File: config.mk
export PLATFORM = sky130hd
export DESIGN_NAME = scoreboard_ctrl
export DESIGN_NICKNAME = d
export VERILOG_FILES = /design/src/rtl/scoreboard_pkg.sv /design/src/rtl/scoreboard_ctrl_btn_debounce.sv /design/src/rtl/scoreboard_ctrl.sv
export SDC_FILE = /design/constraint.sdc
export NUM_CORES = 1
export LEC_CHECK = 0
export CORE_ASPECT_RATIO = 0.7
export CORE_MARGIN = 1.5
export CORE_UTILIZATION = 50
export CTS_CLUSTER_DIAMETER = 200
export CTS_CLUSTER_SIZE = 14
export DETAILED_ROUTE_END_ITERATION = 7
export GPL_ROUTABILITY_DRIVEN = 0
export PLACE_DENSITY = 0.79
export SLEW_MARGIN = 20
export SYNTH_ARGS = -nofsm -noshare
export SYNTH_HDL_FRONTEND = slang
export SYNTH_SLANG_ARGS = --single-unit
File: constraint.sdc
create_clock -name i_clk -period 2.65 [get_ports i_clk]
set_input_delay 0.53 -clock i_clk [delete_from_list [all_inputs] [get_ports i_clk]]
set_output_delay 0.53 -clock i_clk [all_outputs]
set_load 0.005 [all_outputs]
File: src/rtl/scoreboard_pkg.sv
// Shared types, segment codes and BCD helpers for the two-digit scoreboard.
package scoreboard_pkg;

   typedef enum logic [1:0] {
      ST_IDLE     = 2'd0,
      ST_UPD      = 2'd1,
      ST_WAIT_REL = 2'd2
   } state_e;

   typedef enum logic [1:0] {
      CMD_NONE = 2'd0,
      CMD_UP   = 2'd1,
      CMD_DOWN = 2'd2,
      CMD_CLR  = 2'd3
   } cmd_e;

   localparam logic [6:0] SEG_0     = 7'b1000000;
   localparam logic [6:0] SEG_1     = 7'b1111001;
   localparam logic [6:0] SEG_2     = 7'b0100100;
   localparam logic [6:0] SEG_3     = 7'b0110000;
   localparam logic [6:0] SEG_4     = 7'b0011001;
   localparam logic [6:0] SEG_5     = 7'b0010010;
   localparam logic [6:0] SEG_6     = 7'b0000010;
   localparam logic [6:0] SEG_7     = 7'b1111000;
   localparam logic [6:0] SEG_8     = 7'b0000000;
   localparam logic [6:0] SEG_9     = 7'b0010000;
   localparam logic [6:0] SEG_BLANK = 7'b1111111;

   typedef struct packed {
      logic [3:0] tens;
      logic [3:0] ones;
      logic       wrap;
   } bcd_res_t;

   // One BCD step up or down; at the 99/00 boundary either wrap or hold.
   function automatic bcd_res_t bcd_step(input logic [3:0] tens, input logic [3:0] ones,
                                         input logic up, input logic wrap_en);
      bcd_res_t res;
      res.tens = tens;
      res.ones = ones;
      res.wrap = 1'b0;
      if (up) begin
         if (ones != 4'd9) begin
            res.ones = ones + 4'd1;
         end else if (tens != 4'd9) begin
            res.ones = 4'd0;
            res.tens = tens + 4'd1;
         end else if (wrap_en) begin
            res.ones = 4'd0;
            res.tens = 4'd0;
            res.wrap = 1'b1;
         end else begin
            res.wrap = 1'b0;
         end
      end else begin
         if (ones != 4'd0) begin
            res.ones = ones - 4'd1;
         end else if (tens != 4'd0) begin
            res.ones = 4'd9;
            res.tens = tens - 4'd1;
         end else if (wrap_en) begin
            res.ones = 4'd9;
            res.tens = 4'd9;
            res.wrap = 1'b1;
         end else begin
            res.wrap = 1'b0;
         end
      end
      return res;
   endfunction

   function automatic logic [6:0] seg_decode(input logic [3:0] digit);
      logic [6:0] seg;
      case (digit)
         4'd0:    seg = SEG_0;
         4'd1:    seg = SEG_1;
         4'd2:    seg = SEG_2;
         4'd3:    seg = SEG_3;
         4'd4:    seg = SEG_4;
         4'd5:    seg = SEG_5;
         4'd6:    seg = SEG_6;
         4'd7:    seg = SEG_7;
         4'd8:    seg = SEG_8;
         4'd9:    seg = SEG_9;
         default: seg = SEG_BLANK;
      endcase
      return seg;
   endfunction

endpackage

File: src/rtl/scoreboard_ctrl_btn_debounce.sv
// Button conditioning: 2-FF synchroniser, level debouncer and press pulse.
module btn_debounce #(
   parameter int DEBOUNCE_CYCLES = 16
) (
   input  logic i_clk,
   input  logic i_rst_n,
   input  logic i_btn,
   output logic o_level,
   output logic o_press
);

   localparam int CNT_W = $clog2(DEBOUNCE_CYCLES + 1);
   localparam logic [CNT_W-1:0] CNT_MAX  = CNT_W'(DEBOUNCE_CYCLES);
   localparam logic [CNT_W-1:0] CNT_ONE  = CNT_W'(1);
   localparam logic [CNT_W-1:0] CNT_ZERO = CNT_W'(0);

   logic             sync1_r;
   logic             sync2_r;
   logic             level_r;
   logic             press_r;
   logic [CNT_W-1:0] cnt_r;

   // Synchronise, count disagreeing samples and flip the accepted level once the run is long enough.
   always_ff @(posedge i_clk or negedge i_rst_n) begin
      if (!i_rst_n) begin
         sync1_r <= 1'b0;
         sync2_r <= 1'b0;
         level_r <= 1'b0;
         press_r <= 1'b0;
         cnt_r   <= CNT_ZERO;
      end else begin
         sync1_r <= i_btn;
         sync2_r <= sync1_r;
         press_r <= 1'b0;
         if (sync2_r == level_r) begin
            cnt_r <= CNT_ZERO;
         end else if (cnt_r == CNT_MAX) begin
            level_r <= sync2_r;
            press_r <= sync2_r;
            cnt_r   <= CNT_ZERO;
         end else begin
            cnt_r <= cnt_r + CNT_ONE;
         end
      end
   end

   assign o_level = level_r;
   assign o_press = press_r;

endmodule

File: src/rtl/scoreboard_ctrl.sv
// Two-digit BCD up/down scoreboard: button command FSM, score register and display scan.
module scoreboard_ctrl
   import scoreboard_pkg::*;
#(
   parameter int DEBOUNCE_CYCLES = 16,
   parameter int SCAN_CYCLES     = 4,
   parameter int WRAP            = 1
) (
   input  logic       i_clk,
   input  logic       i_rst_n,
   input  logic       i_btn_up,
   input  logic       i_btn_down,
   input  logic       i_btn_clr,
   output logic [3:0] o_tens,
   output logic [3:0] o_ones,
   output logic [6:0] o_seg,
   output logic [1:0] o_an,
   output logic       o_wrap
);

   localparam logic WRAP_EN = (WRAP != 0);
   localparam int SCAN_W = $clog2(SCAN_CYCLES + 1);
   localparam logic [SCAN_W-1:0] SCAN_LAST = SCAN_W'(SCAN_CYCLES - 1);
   localparam logic [SCAN_W-1:0] SCAN_ONE  = SCAN_W'(1);
   localparam logic [SCAN_W-1:0] SCAN_ZERO = SCAN_W'(0);

   logic level_up_s, level_down_s, level_clr_s;
   logic press_up_s, press_down_s, press_clr_s;

   btn_debounce #(.DEBOUNCE_CYCLES(DEBOUNCE_CYCLES)) u_db_up (
      .i_clk(i_clk), .i_rst_n(i_rst_n), .i_btn(i_btn_up),
      .o_level(level_up_s), .o_press(press_up_s)
   );
   btn_debounce #(.DEBOUNCE_CYCLES(DEBOUNCE_CYCLES)) u_db_down (
      .i_clk(i_clk), .i_rst_n(i_rst_n), .i_btn(i_btn_down),
      .o_level(level_down_s), .o_press(press_down_s)
   );
   btn_debounce #(.DEBOUNCE_CYCLES(DEBOUNCE_CYCLES)) u_db_clr (
      .i_clk(i_clk), .i_rst_n(i_rst_n), .i_btn(i_btn_clr),
      .o_level(level_clr_s), .o_press(press_clr_s)
   );

   state_e            state_r, state_nxt_s;
   cmd_e              cmd_s;
   logic              upd_s;
   bcd_res_t          step_s;
   logic [3:0]        tens_r, ones_r;
   logic              wrap_r;
   logic              sel_r;
   logic [SCAN_W-1:0] scan_cnt_r;

   // Command FSM state register.
   always_ff @(posedge i_clk or negedge i_rst_n) begin
      if (!i_rst_n) begin
         state_r <= ST_IDLE;
      end else begin
         state_r <= state_nxt_s;
      end
   end

   // Next state, command priority and BCD step; the score is written on the edge entering UPD.
   always_comb begin
      state_nxt_s = state_r;
      cmd_s       = CMD_NONE;
      upd_s       = 1'b0;
      if (press_clr_s) begin
         cmd_s = CMD_CLR;
      end else if (press_up_s && !press_down_s) begin
         cmd_s = CMD_UP;
      end else if (press_down_s && !press_up_s) begin
         cmd_s = CMD_DOWN;
      end else begin
         cmd_s = CMD_NONE;
      end
      case (state_r)
         ST_IDLE: begin
            if (press_up_s || press_down_s || press_clr_s) begin
               state_nxt_s = ST_UPD;
               upd_s       = 1'b1;
            end else begin
               state_nxt_s = ST_IDLE;
            end
         end
         ST_UPD: state_nxt_s = ST_WAIT_REL;
         ST_WAIT_REL: begin
            if (!level_up_s && !level_down_s && !level_clr_s) begin
               state_nxt_s = ST_IDLE;
            end else begin
               state_nxt_s = ST_WAIT_REL;
            end
         end
         default: state_nxt_s = ST_IDLE;
      endcase
      step_s = bcd_step(tens_r, ones_r, (cmd_s == CMD_UP), WRAP_EN);
   end

   // Score register and one-cycle wrap flag.
   always_ff @(posedge i_clk or negedge i_rst_n) begin
      if (!i_rst_n) begin
         tens_r <= 4'd0;
         ones_r <= 4'd0;
         wrap_r <= 1'b0;
      end else begin
         wrap_r <= 1'b0;
         if (upd_s) begin
            case (cmd_s)
               CMD_CLR: begin
                  tens_r <= 4'd0;
                  ones_r <= 4'd0;
               end
               CMD_UP, CMD_DOWN: begin
                  tens_r <= step_s.tens;
                  ones_r <= step_s.ones;
                  wrap_r <= step_s.wrap;
               end
               default: begin
                  tens_r <= tens_r;
                  ones_r <= ones_r;
               end
            endcase
         end else begin
            tens_r <= tens_r;
            ones_r <= ones_r;
         end
      end
   end

   // Free-running digit scan, independent of button activity.
   always_ff @(posedge i_clk or negedge i_rst_n) begin
      if (!i_rst_n) begin
         scan_cnt_r <= SCAN_ZERO;
         sel_r      <= 1'b0;
      end else if (scan_cnt_r == SCAN_LAST) begin
         scan_cnt_r <= SCAN_ZERO;
         sel_r      <= ~sel_r;
      end else begin
         scan_cnt_r <= scan_cnt_r + SCAN_ONE;
      end
   end

   // Segment mux follows the live score so an update shows in the same cycle.
   always_comb begin
      if (sel_r) begin
         o_an  = 2'b01;
         o_seg = seg_decode(tens_r);
      end else begin
         o_an  = 2'b10;
         o_seg = seg_decode(ones_r);
      end
   end

   assign o_tens = tens_r;
   assign o_ones = ones_r;
   assign o_wrap = wrap_r;

endmodule

### Register map, names as in the netlist

Bar = 20 um.
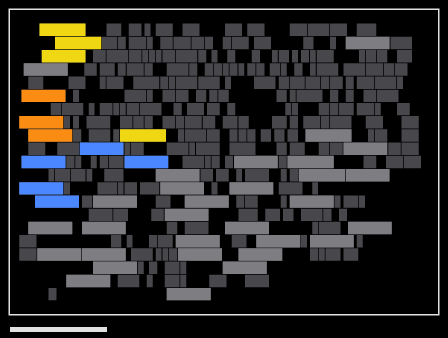
yellow -> `o_ones`  # placed flops 4, where top left
orange -> `scan_cnt_r`  # placed flops 3
blue -> `u_db_up.cnt_r`  # placed flops 5, where left middle
not colored = 30

### Clock routing

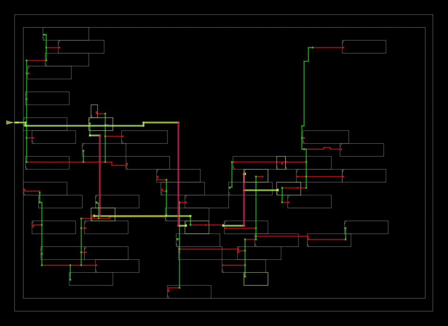
Skew-Pair Late Insertion Delay: 0.29 ns
Clock Sinks: 42
flop count: 42
CTS Buf Count: 5

### Wiring by layer

Two of the layers only.
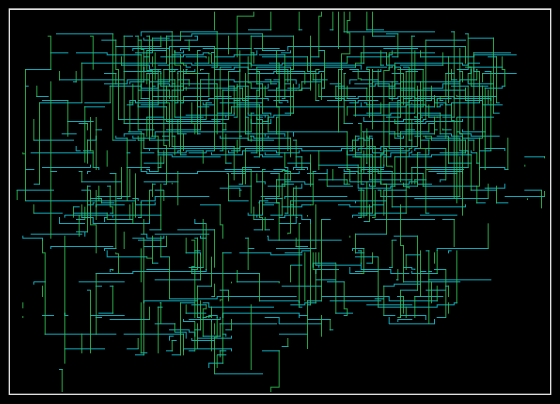
cyan -> met1  # wire length 2570 um
green -> met2  # wire length 2210 um

==> results.txt <==
Status = finished, final reports clean
Most frequent cells in the layout = dfrtp_1, nor2_1, ha_1, inv_1, clkdlybuf4s50_1
Final HPWL DP = 3600 um
Grt ovf = 0
Final number of setup-violating endpoints = 0
Clock power share = 36.5%
Row cnt = 21
Clock skew = 0.00577 ns
Pwr Total = 1.13 mW
Fin. max-slew vios = 0
Unique cell type count in the Yosys netlist = 46
Largest logic family = simple AND/OR/NAND/NOR gates
Grt met2 use = 28.4%
Area added between synthesis and finish = 18.2%
Setup CP Type = register to output pin
CTS tree = done
Syn Inst Count = 264
Stages on worst setup path = 7
Setup crit end = o_seg[6]
Routed WL = 5100 um
Cell Pwr Density = 377 nW/um^2
Setup TNS = 0 ns
Total sequential power = 670 uW
Floorplan net count = 291
Final WS setup = 0.0632 ns
Final Cell Area = 3000 sq um
Post-synth regs = 42
Worst Setup SP = o_ones[1]
Core Util at FP = 52.4%
Antenna Nets Post-Route = 0
GRT Resource Usage Total = 20.2%
Finished Core Util = 62.0%
Arr. time, crit path = 2.06 ns
Syn. warnings = 0
Class of the worst hold path = input pin to asynchronous set/reset pin
Mean post-synth cell area = 9.60 sq um
Die height = 62.6 um
Fmax = 0.387 GHz
Area share, top type = 41.5%
## final cells by class
| cell class | instances | area share (%) |
|---|---|---|
| multi-input combinational | 185 | 44.4 |
| sequential | 42 | 35.3 |
| timing repair buffer | 37 | 11.3 |
| inverter | 24 | 3.01 |
| clock buffer | 7 | 2.88 |
| tap | 69 | 2.88 |
| clock inverter | 1 | 0.167 |
## repair_timing
item,in CTS,in global routing
setup buffers,0,10
cloned,0,0
gates resized,5,12
endpoints found under the setup margin,4,6
pin swaps,0,1
## worst register-to-register path, delay by kind of cell, from the launching register on
kind            cells  cell delay, ns
compound gates      4            0.87
fa+ha+maj           1            0.57
buf+inv             2            0.30
flops               1            0.41
Power and IR drop assume default switching activity.
